==> config.mk <==
export PLATFORM = sky130hd
export DESIGN_NAME = fifo_wr_arbiter_rr_flat
export DESIGN_NICKNAME = d
export VERILOG_FILES = /design/src/rtl/fifo_wr_arbiter_rr_if.sv /design/src/rtl/fifo_wr_arbiter_rr.sv /design/src/flat_wrapper.sv
export SDC_FILE = /design/constraint.sdc
export NUM_CORES = 1
export LEC_CHECK = 0
export CAP_MARGIN = 20
export CORE_MARGIN = 2
export CORE_UTILIZATION = 30
export DETAILED_ROUTE_END_ITERATION = 16
export GPL_TIMING_DRIVEN = 0
export PLACE_DENSITY = 0.65
export SLEW_MARGIN = 25
export SYNTH_ARGS = -nofsm -noshare
export SYNTH_HDL_FRONTEND = slang
export SYNTH_SLANG_ARGS = --single-unit
==> constraint.sdc <==
create_clock -name clk -period 1.9 [get_ports clk]
set_input_delay 0.38 -clock clk [delete_from_list [all_inputs] [get_ports clk]]
set_output_delay 0.38 -clock clk [all_outputs]
set_load 0.005 [all_outputs]
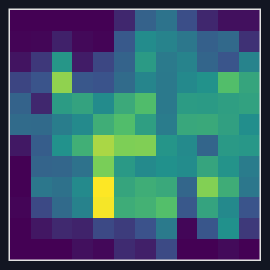
wire_density.png
Drawn at 4 px/um. 12 x 12 tiles, from dark purple (low) to yellow (high), scaled to the fullest tile. Values are wire area over tile area, all layers added.
nearly empty tiles: 13%
tiles over half the peak: 31%
densest ninth of the die: centre
mean over tiles: 0.19
fullest tile: 0.53
wire length reported by the detailed router: 4.643 mm
vias after detailed routing: 1,560
DR WL/cell: 16.58 um

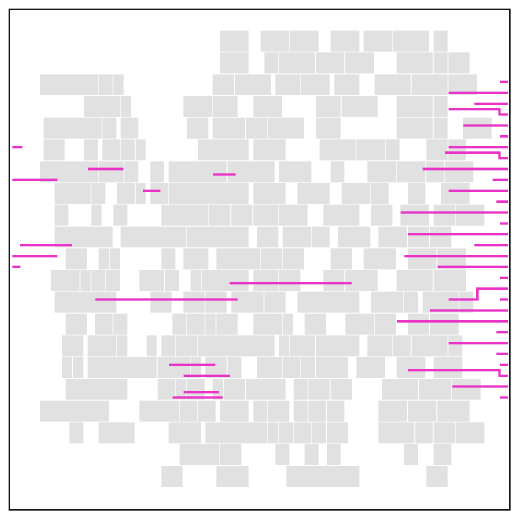
met3.png
Drawn at 8 px/um. Cells faint in the background.
main direction: horizontal
wire length on this layer: 256 um
share of all routed wire: 5.5%
nets with wire on the layer: 42
GR Layer Usage met3: 0.04144

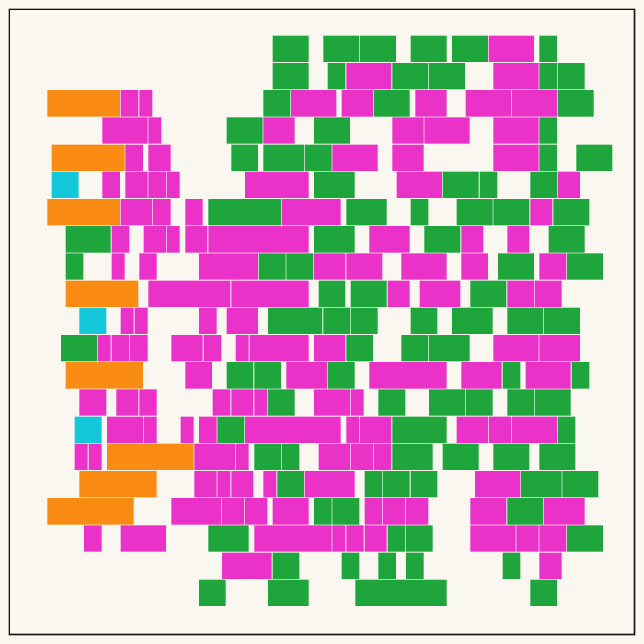
cell_classes.png
Drawn at 10 px/um.
| colour | class | cells | share of their area |
|---|---|---|---|
| cyan | cells driving clock nets | 3 | 1.1% |
| orange | flops | 8 | 7.9% |
| green | other buffers and delay cells | 98 | 40% |
| magenta | all other logic | 125 | 51% |
cell row count: 21
placeable core region: 3311 um2

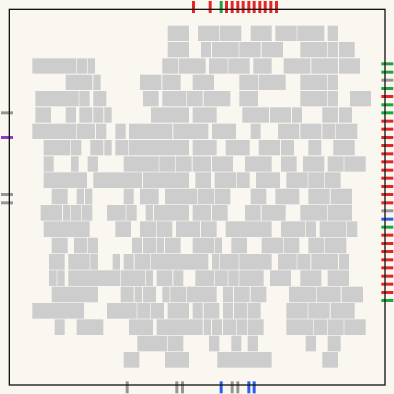
pins.png
Drawn at 6 px/um. Pins as bars across the die edge, other pins in grey.
| colour | port | pins | direction | edge |
|---|---|---|---|---|
| purple | bus_fifo_full | 1 | input | west |
| green | bus_fifo_data_in | 8 | output | 7 east, 1 north |
| red | bus_req_data | 32 | input | 20 east, 12 north |
| blue | bus_req_ready | 4 | output | 3 south, 1 east |
all pins by edge: 30 east, 13 north, 8 south, 4 west
overall die height: 62.38 um
buffers added on ports: 53
horizontal die dimension: 62.38 um

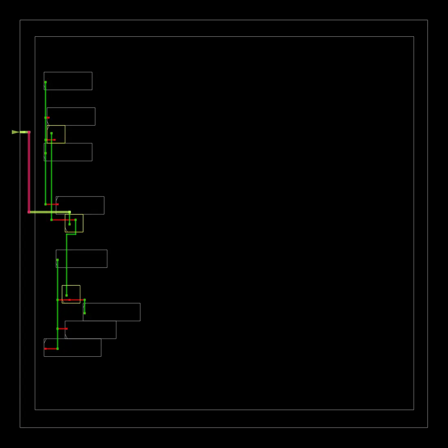
final_clocks.png
clock group power: 0.120 mW
CLK BUF: 3
insertion delay at the late pin of the worst-skew pair: 0.24 ns

==> results.txt <==
Reports from this run.

- The run finished, with violations left.
- The checks that failed: negative setup slack.
- The category of the most critical setup path is reg -> out.
- The area taken by sequential standard cells is reported as 170.2 um2.
- The mean area per synthesized cell is 7.199 um2.
- Power attributed to sequential cells is 0.184 mW.
- The final timing report gives a worst setup slack of -0.5154 ns.
- The final count of hold timing violations is 0.
- The data arrival at the endpoint of the critical path is 2.04 ns.
- The final weighted congestion in routability-driven placement is 0.8331.
- The clock net in this run drives a total of 8 sinks.
- Per the TritonCTS log, the buffer count is 3.
- The standard cell with the maximum stage delay on the critical path reads a2111o_1.
- The number of vias per cell is 5.571.
- The post-synth tally of flip-flops with integrated enable is 0.
- The met3 layer wire length in the routed design reads 255 um.
- The critical path buffer and inverter count is 5.
- The area growth from synthesis to layout reads 115.2%.
- The layout has 98 buffers outside the clock class.
- In this design, the critical path's most frequently occurring cell is buf_6.
- Of the total synthesized cell area, the portion taken by XOR and XNOR cells is 0.
- The register share after synthesis reads 0.1567.
- The aggregate global-route resource usage reads 0.2172.
- The floorplan net count is 183.
- The leakage power figure is 0.8794 nW.
- The violation count after the first detailed-route iteration is 48.
- The most common flop cell mapped by yosys is dfxtp_1.
- The number of antenna violations at the first check in global routing reads 0.
- The largest net degree at the start of global routing is 12.
- The wire length on met2 is 2.525 mm.
- The share of total power dissipated in the clock network is 0.151.
- For this floorplan the total number of well-tap instances is 46.
- The delay contributed by the slowest stage of the critical path reads 0.49 ns.
- The cell-mix breakdown from Yosys lists the simple-gate area share as 0.2962.
- The pre-CTS setup slack is -1.411 ns.
- The count of max-cap constraint violations is 0.
- The met1 usage is 0.2442.
- The library cell used most frequently in the layout, excluding fill and tap cells, is clkdlybuf4s50_1.
- The count of final setup violators reads 15.
- The most critical hold endpoint after final layout shows a slack of 0.4879 ns.
- Warnings reported by Yosys during synthesis add up to 0.
- The combinational share of cell area is 0.4812.
- Once placement finished, the instance area stood at 1722 um2.
- Post-CTS timing repair inserted 23 buffers for setup.
- The first global-routing pass estimated 6.975 mm of wire.
- The post-synthesis share of cell area spent on full adders, half adders and majority gates reads 0.02448.
- The path class of the lowest-slack min-delay path is reg -> reg.
- The gate count of the mapped netlist is 142.
- According to the cell report, the number of logic gates is 119.
- For this run, the share of the core covered by cells in the final layout is 0.6644.
- The dominant kind of combinational cell reads AND-OR/OR-AND gates.
- The synthesized area is 1022 um2.
- The remaining antenna violation count after routing reads 0.
- The layer with the highest usage after global routing reads met2.
- The CTS tree reads yes.
- The non-clock buffer contribution to total cell area reads 0.3914.
- The maximum count of clock buffers along a single path reads 2.
- The power per cell area reads 362.8 nW/um2.
- The via count of the first global-routing pass reads 1,514.
- The sequential share of cell area is 0.07736.
- The timing report lists the critical path depth as 9 cells.
- Per the Yosys statistics, synthesis produced 142 cells.
- In the post-synthesis netlist, the biggest area contributors are dfxtp_1 (16%), a211oi_1 (12%), and4_1 (6.9%), a21oi_1 (5.9%), a21boi_1 (5.9%).
- The post-synthesis sequential element count reads 8.
- The final clock skew is 0.0009190 ns.
- The proportion of power drawn by combinational gates is 0.618.
- The number of diodes added for antenna fixing reads 0.
- The total power draw reads 0.7980 mW.
- The worst-case vdd ir drop is 0.3467 mV.
- STA classifies the critical path endpoint as a primary output.
- Per the synthesis report, the dominant area consumer among library cells is dfxtp_1.
- The core utilization before placement is 0.3088.
- The number of ports placed on the die boundary reads 55.
- Of the total synthesized cell area, the portion taken by AND-OR and OR-AND cells is 0.4272.
- The script extracted a net switching power of 0.2869 mW.
Power and IR drop assume default switching activity.
